**Run 1: met1 routing**

Supply wires on this layer in grey.
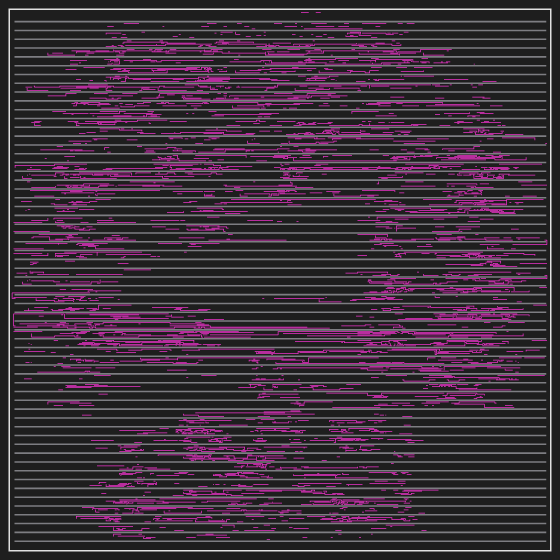
**Run 1: clock routing**

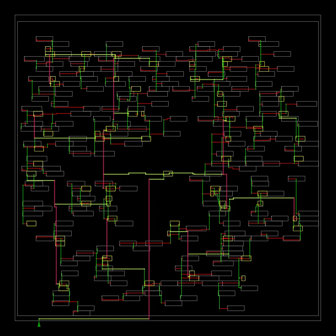
**Run 1: sequential cells grouped by signal name**

Other sequential cells in the stronger grey, the rest of the logic in the fainter grey.
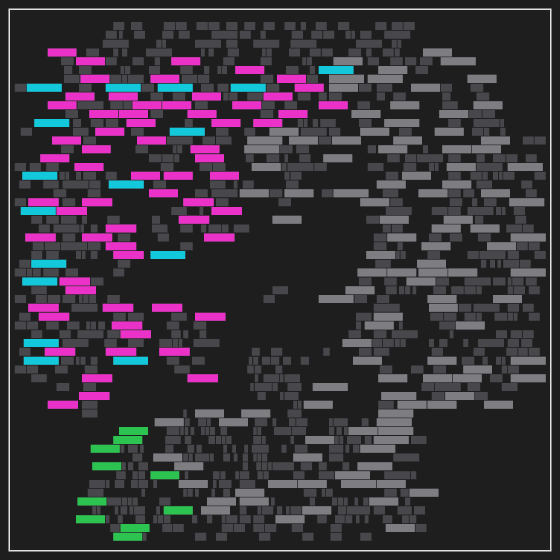
==> config.mk <==
export PLATFORM = sky130hd
export DESIGN_NAME = adex_core_scheduler
export DESIGN_NICKNAME = d
export VERILOG_FILES = /design/src/rtl/adex_core_scheduler.sv
export SDC_FILE = /design/constraint.sdc
export NUM_CORES = 1
export LEC_CHECK = 0
export CAP_MARGIN = 20
export CORE_UTILIZATION = 35
export CTS_BUF_LIST = sky130_fd_sc_hd__clkbuf_4 sky130_fd_sc_hd__clkbuf_8
export DETAILED_ROUTE_END_ITERATION = 16
export SYNTH_ARGS = -nofsm -noshare
export SYNTH_HDL_FRONTEND = slang
export SYNTH_SLANG_ARGS = --single-unit
==> constraint.sdc <==
create_clock -name clk -period 7.2 [get_ports clk]
set_input_delay 1.08 -clock clk [delete_from_list [all_inputs] [get_ports clk]]
set_output_delay 1.08 -clock clk [all_outputs]
set_load 0.01 [all_outputs]
==> design notes, run 1 <==
The leading area contributor after synthesis is dfrtp_1. The number of placed instances with taps included is 1,122. Summed over all failing endpoints, the final setup total negative slack is 0 ns. The tally of unique sky130hd cells used after synthesis was 45. The floorplan has 59 rows. Of the total power, the share spent switching nets is 32.6%. When the netlist entered floorplanning its net count stood at 762. The placement report lists the number of port buffers as 118. Setup repair after global routing left no endpoint under its margin.

The maximum number of pins on one net before global-route repair is 90, and the post-detailed-route via-to-cell ratio is 5.23. The switching power was 1.54 mW. The post-route netlist has 29.6% of its cells at a drive strength greater than 1.

The run gives 0 as the count of endpoints failing setup in the final report. Number of hold buffers added after cts: 0. The tools report the data arrival at the endpoint of the critical path as 3.27 ns. Counting pins that exceed their max-slew limit in the final report gives 0. The run gives 0.731 as the placer's final routability congestion estimate.

The tools report the combinational share of power as 37.9%. The area of the die came out at 0.0278 mm^2. For the finished layout, the period the worst path requires is 4.35 ns. The sort of element at the end of the critical path is an output port.

Number of fill cells in the layout: 2,452. Synthesis produced a netlist whose cell count is 704. The final routed wire length divided by cell count was 19.1 um; the setup slack of the worst register-to-register path was 3.97 ns. The tools report the area inside the core boundary as 0.0264 mm^2. The first routing iteration left 339 violations. The run gives 704 as the yosys stat cell total.

The post-synth count of flops with an enable pin is 40. The final timing report lists clock skew as 0.0109 ns. The first TritonRoute pass finished after 4 iterations. OpenROAD emitted warnings numbering 32. The number of hold violations in the final report is 0.

In this run the remaining antenna-violating nets after routing total 0. For the first-pass GRT wire length, the log shows 37,200 um. The clock transition at the registers of the reported paths works out to 0.06 ns. Worst hold path stage count: 1. Detailed placement reports a standard cell area of 0.0110 mm^2. Sorting the synthesized cells by area gives the leading types as dfrtp_1 35%, edfxtp_1 13%, mux2_2 12%, mux4_2 8.1%, dfstp_2 7.7%.

Once the clock tree was built, the resizer swapped 0 gates to a different size. The x dimension of the die is 167 um, and the biggest fanout along the worst timing path is 27. The worst-case clock buffer depth was 3. At the placement stage, the worst setup path has a slack of 3.10 ns. TritonCTS created 37 clock buffers. The DRC violation count after routing was 0; the number of buffers added for setup after CTS was 0.

The tools report the kind of start point of the critical path as a register. Clock tree synthesis selected as its root buffer the cell clkbuf_8. The run finished with clean final reports.

119 I/O pins were placed. The synthesis report gives the async set-or-reset register share as 80.1%. With the total number of H-tree levels at 2, the number of nets in the layout is 884. Total chip power: 4.71 mW.

In this run the biggest area consumer among cell types represents 35.0% of the synthesized area. After routing the design area is 0.0118 mm^2. The run gives 201 for the flip-flop and latch count after synthesis.

The logs give 13,400 um for the post-detailed-placement half-perimeter wirelength and 0.299 mV for the worst ir drop on vdd. The share of total power dissipated in the clock network is 23.6%. The run gives 0 as the number of maximum-capacitance violations. TritonCTS built the clock tree. After layout, the worst path uses 60.4% of the clock period. In the synthesized netlist the dominant register cell turns out to be dfrtp_1. At the pin with the least slew margin, the transition time is 1.11 ns. The logs give 55.4% for the share of synthesized area occupied by flip-flops and latches and 230 MHz for the highest clock frequency the design can meet.

Per the run report, area growth between synthesis and finish was 23.7%. The run gives 17.1% as the global-route total usage across every layer. The internal power of the cells is 3.18 mW, and the floorplan die height is 167 um. The yosys-reported design area after synthesis was 0.00951 mm^2; the worst slew margin relative to its limit was 26.0%. The report puts the cell count of the worst reg-to-reg path at 5. In the synthesized netlist, the cells that appear most often are 133 x dfrtp_1, 102 x mux2_2, 60 x o21ai_0. The synthesized netlist occupies a cell area of 0.00951 mm^2. In the post-synthesis netlist, the cell with the most instances is dfrtp_1. The run gives 1,190 for the count of non-filler cells in the finished layout.

Class of the most critical hold timing path: reg2reg. The total congestion overflow after global routing is 0, and the floorplan utilization is 36.1%. At the worst endpoint, the required time is 6.12 ns. The classification of the worst setup path is reg2out.

With the initial antenna violation count at 1, the sequential cell fraction of total power is 38.5%. The most critical hold endpoint after final layout shows a slack of 0.490 ns. With the post-synthesis area per instance at 13.5 um^2, the power density of the placed cells is 401 mW/mm^2.
## Picture notes: 'met1 routing'
The wires run mostly horizontal. 792 nets have wire on it. The layer holds 44% of the routed length. The layer carries 10,000 um of wire.
vias post-DR: 6,218
met1 Resource Use GR: 22.2%
Routed Wire Length: 22,800 um

## Picture notes: 'clock routing'
CTS sink count: 201
Seq cells: 201
Clock Latency Late Sink: 0.53 ns

## Picture notes: 'sequential cells grouped by signal name'
Key: tick_cnt = green [flops 10, where bottom left]; ctx_v = magenta [flops 64]; res_v_p1 = cyan [flops 16]
Another 111 sequential cells are not coloured.
fraction of standard cell area that is sequential: 44.8%
Seq. pwr: 1.81 mW
Register Area: 0.00527 mm^2
final core utilization: 44.6%

-- run 1: layout make-up --
class | instances | area, um^2 | area share, %
Sequential cell | 201 | 5270 | 44.8
Multi-Input combinational cell | 440 | 3990 | 33.9
Timing Repair Buffer | 126 | 1230 | 10.5
Clock buffer | 58 | 717 | 6.10
Tap cell | 335 | 419 | 3.57
Inverter | 20 | 80.1 | 0.681
Clock inverter | 9 | 52.6 | 0.447
Antenna cell | 1 | 2.50 | 0.0213
-- run 1: cells in the final DEF, fill, tap and decap left out, drive strengths merged, types with 12 or more instances in the layout --
| cell | count |
|---|---|
| inv | 22 |
| edfxtp | 40 |
| dfrtp | 133 |
| a221o | 25 |
| dfstp | 28 |
| nand2 | 51 |
| clkdlybuf4s50 | 116 |
| o21ai | 66 |
| mux4 | 34 |
| nand3 | 12 |
| ha | 12 |
| a21oi | 12 |
| nor2 | 30 |
| clkbuf | 58 |
| mux2 | 140 |
-- run 1: critical path, stage by stage (launching register included) --
cell	delay (ns)
dfrtp_1	0.49
inv_1	0.13
ha_1	0.20
nor2b_4	0.71
a221o_1	0.22
o21ai_0	0.08
o21ai_0	0.30
clkdlybuf4s50_1	0.60
-- run 1: per-layer routing --
layer / wire length [um] / share of wire (%) / GRT usage [%] / up-vias
met5: 0 / 0 / 0 / -
met4: 458 / 2.0 / 6.36 / 0
met3: 1150 / 5.0 / 3.56 / 36
met2: 11200 / 49 / 28.2 / 170
met1: 10000 / 44 / 22.2 / 3144
li1: - / - / - / 2868
-- run 1: power by group through the flow --
| stage | Sequential, mW | Combinational [mW] | Clock [mW] |
|---|---|---|---|
| 2_1_floorplan | 1.72 | 1.10 | 0 |
| 3_3_place_gp | 1.82 | 1.78 | 0 |
| 3_5_place_dp | 1.83 | 1.80 | 0 |
| 4_1_cts | 1.81 | 1.81 | 1.15 |
| 5_1_grt | 1.87 | 1.94 | 1.20 |
| 6_report | 1.81 | 1.79 | 1.11 |
-- run 1: cells by family (layout without fill, tap and decap cells) --
logic type	Yosys count	count (layout)	share of synthesized area [%]
flip-flops	201	201	55.4
other	0	1	0
AND/OR/NAND/NOR	120	120	5.84
adder cells (fa/ha/maj)	13	13	1.79
multiplexers	176	176	24.9
XOR/XNOR	10	10	0.921
buffers and inverters	63	213	2.97
AND-OR/OR-AND	121	121	8.23
**Run 1: logic cells by family**

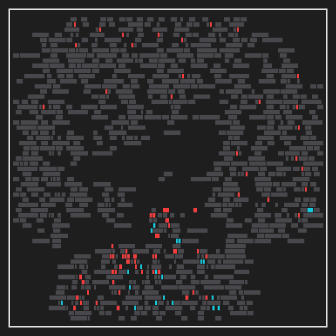

==> run 2: changes to the inputs <==
==> constraint.sdc (replaced) <==
create_clock -name clk -period 3.8 [get_ports clk]
set_input_delay 0.57 -clock clk [delete_from_list [all_inputs] [get_ports clk]]
set_output_delay 0.57 -clock clk [all_outputs]
set_load 0.01 [all_outputs]
**Run 2: logic cells by family**

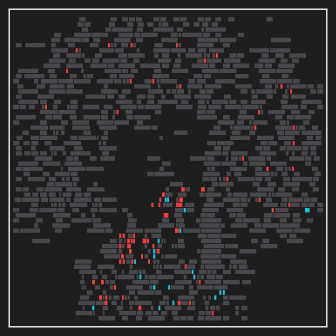
Key: inv cells = cyan [cells 20, where bottom middle]; nand cells = red [cells 67]
fraction of standard cell area in multi-input logic: 33.1%
dominant logic cell type in the layout: dfrtp_1
non-filler cells in the finished layout: 1,210

**Run 2: sequential cells grouped by signal name**

Other sequential cells in the stronger grey, the rest of the logic in the fainter grey.
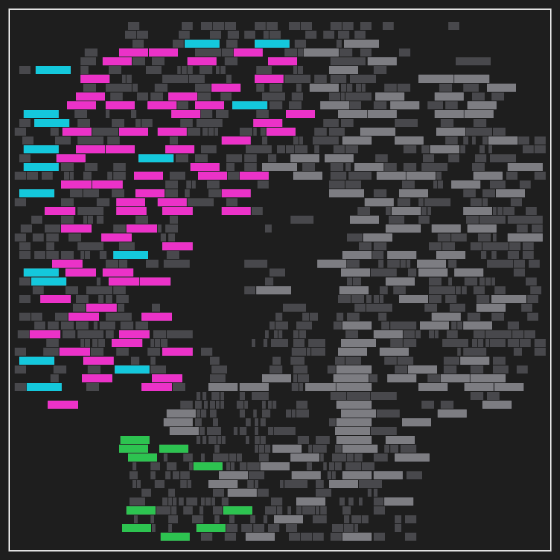
Key: res_v_p1 = cyan [flops 16]; ctx_v = magenta [flops 64]; tick_cnt = green [flops 10, where bottom left]
Another 111 sequential cells are not coloured.
final core utilization: 45.9%
Seq. pwr: 3.44 mW
fraction of standard cell area that is sequential: 43.5%

==> run 2 against run 1 <==
Against the previous run:
- sequential share of layout area fell by 1.3 points
- wire length increased by 4.2%
- flip-flop count is the same
- utilization rose by 1.3 points
- combinational power is 97% higher
- worst setup slack got worse by 2.7 ns
- design area increased by 3.0%
- power rose by 97%
- synthesized cell count did not move
- area after synthesis unchanged
- critical path type unchanged
- critical endpoint is now core_w_in[15]
- largest cell class unchanged
- largest power group is now combinational logic
- highest routed layer is now met5
==> design notes, run 2 <==
In this build the clock could be raised as far as 276 MHz. The transition time at the pin with the least slew margin was 0.835 ns; the yosys-reported design area after synthesis was 0.00951 mm^2. The fraction of power spent switching nets works out to 32.0%. The number of detailed-route iterations in the first pass is 5, and the area added between synthesis and finish is 27.4%. Clock latency on the worst-skew pair, taken at its later pin, is 0.53 ns. The commonest cells after synthesis are 133 x dfrtp_1, 102 x mux2_2, 60 x o21ai_0.

Across the run, the number of max-cap violations was 0. The run finished with clean final reports. The I/O pin total was 119; the time the worst path needs with I/O delays and setup was 3.63 ns. The delay of the slowest critical-path stage is 0.60 ns.

The kind of start point of the critical path is a register. The prevailing post-synth register cell is dfrtp_1. For this design the total switching power over the nets is 2.98 mW. In the routed design, unresolved DRC markers number 0.

The number of instances in the synthesized netlist came out at 704. The leading area contributor after synthesis was dfrtp_1. The run gives 3.23 ns as the data required time of the critical path. Internal power comes to 6.33 mW. With the worst reg2reg path depth at 5, the fraction of layout cells with a size suffix above 1 is 31.8%. The logs give 25.2% for the clock network fraction of design power and 0.579 mV for the worst ir drop on vdd. The number of synthesized flops with an enable pin was 40.

Counting both buffers and inverters, the worst setup path holds a total of 3. In this run, placement finished with an instance count of 1,136. STA classifies the critical path endpoint as an output port. In the final layout, the fill cell count is 2,324. The synthesized design devotes to its leading area cell type 35.0% of total area. The first-pass GRT wire length is 37,900 um. The floorplan step defined a die boundary enclosing 0.0278 mm^2.

X dimension of the die: 167 um. The tools report the clock root buffer master as clkbuf_8. The critical path goes through inv_1 > ha_1 > nor2b_4 > buf_4 > a221o_1 > o21ai_0 > o21ai_0 > clkdlybuf4s50_1. In this run the standard cell core region covers 0.0264 mm^2. Per the STA report, the cell with the highest stage delay on the worst path is clkdlybuf4s50_1. The count of buffers added on input and output ports is 118. The violation tally from detailed-route iteration zero came out at 510. The detailed router placed 6,330 vias in this run. With the power density of the placed cells at 769 mW/mm^2, the floorplan utilization is 36.1%.
==> run 2: cell types whose count changed in the layout (fill, tap and decap cells not counted), moves of 2 or more <==
cell	before	now
bufinv_16	0	3
o21ai_1	6	8
buf_12	0	10
o21ai_0	60	58
clkinv_1	2	0
buf_4	8	15
clkbuf_4	13	16
==> run 2: metal layers <==
layer	vias to the layer above	GRT usage (%)	part of all wire [%]
met5	-	0	0.055
met4	2	4.59	1.4
met3	27	3.80	5.0
met2	186	28.7	47
met1	3211	23.7	46
li1	2904	-	-
==> run 2: what timing repair did <==
| item | in CTS | in global routing |
|---|---|---|
| gates resized | 0 | 3 |
| hold buffers | 0 | 0 |
| hold endpoints to repair | 0 | 0 |
| setup endpoints to repair | 0 | 7 |
| setup buffers | 0 | 2 |
==> run 2: worst register-to-register path: cells and delay by family (launching register included) <==
kind,cells,cell delay (ns)
fa+ha+maj,2,0.83
flops,1,0.52
mux,1,0.35
buf+inv,1,0.26
simple gates,1,0.71
==> run 2: area by class of cell <==
type	instances	area [um^2]	area share [%]
Clock buffer	60	726	5.99
Clock inverter	10	133	1.10
Inverter	20	78.8	0.651
Multi-Input combinational cell	441	4000	33.1
Sequential cell	201	5270	43.5
Tap cell	335	419	3.46
Timing Repair Buffer	143	1480	12.3
==> run 2: power by group through the flow <==
stage	Clock (mW)	Combinational, mW	Sequential, mW
2_1_floorplan	0	2.08	3.26
5_1_grt	2.52	3.82	3.54
6_report	2.35	3.52	3.44
3_3_place_gp	0	3.47	3.45
3_5_place_dp	0	3.51	3.46
4_1_cts	2.41	3.54	3.43
==> run 2: kinds of logic after synthesis <==
group / synth area share [%]
simple gates: 5.84
mux: 24.9
buf+inv: 2.97
fa+ha+maj: 1.79
flops: 55.4
compound gates: 8.23
xor+xnor: 0.921
==> run 2: through the flow <==
stage / power [mW] / cell area (um^2) / setup WS [ns]
floorplan: 5.34 / 9510 / 0.860
global placement: 6.92 / 11200 / 0.780
detailed placement: 6.97 / 11200 / 0.694
CTS: 9.37 / 12100 / 0.135
global route: 9.88 / 12100 / 0.00968
finish: 9.31 / 12100 / 0.174
Power and IR drop assume default switching activity.
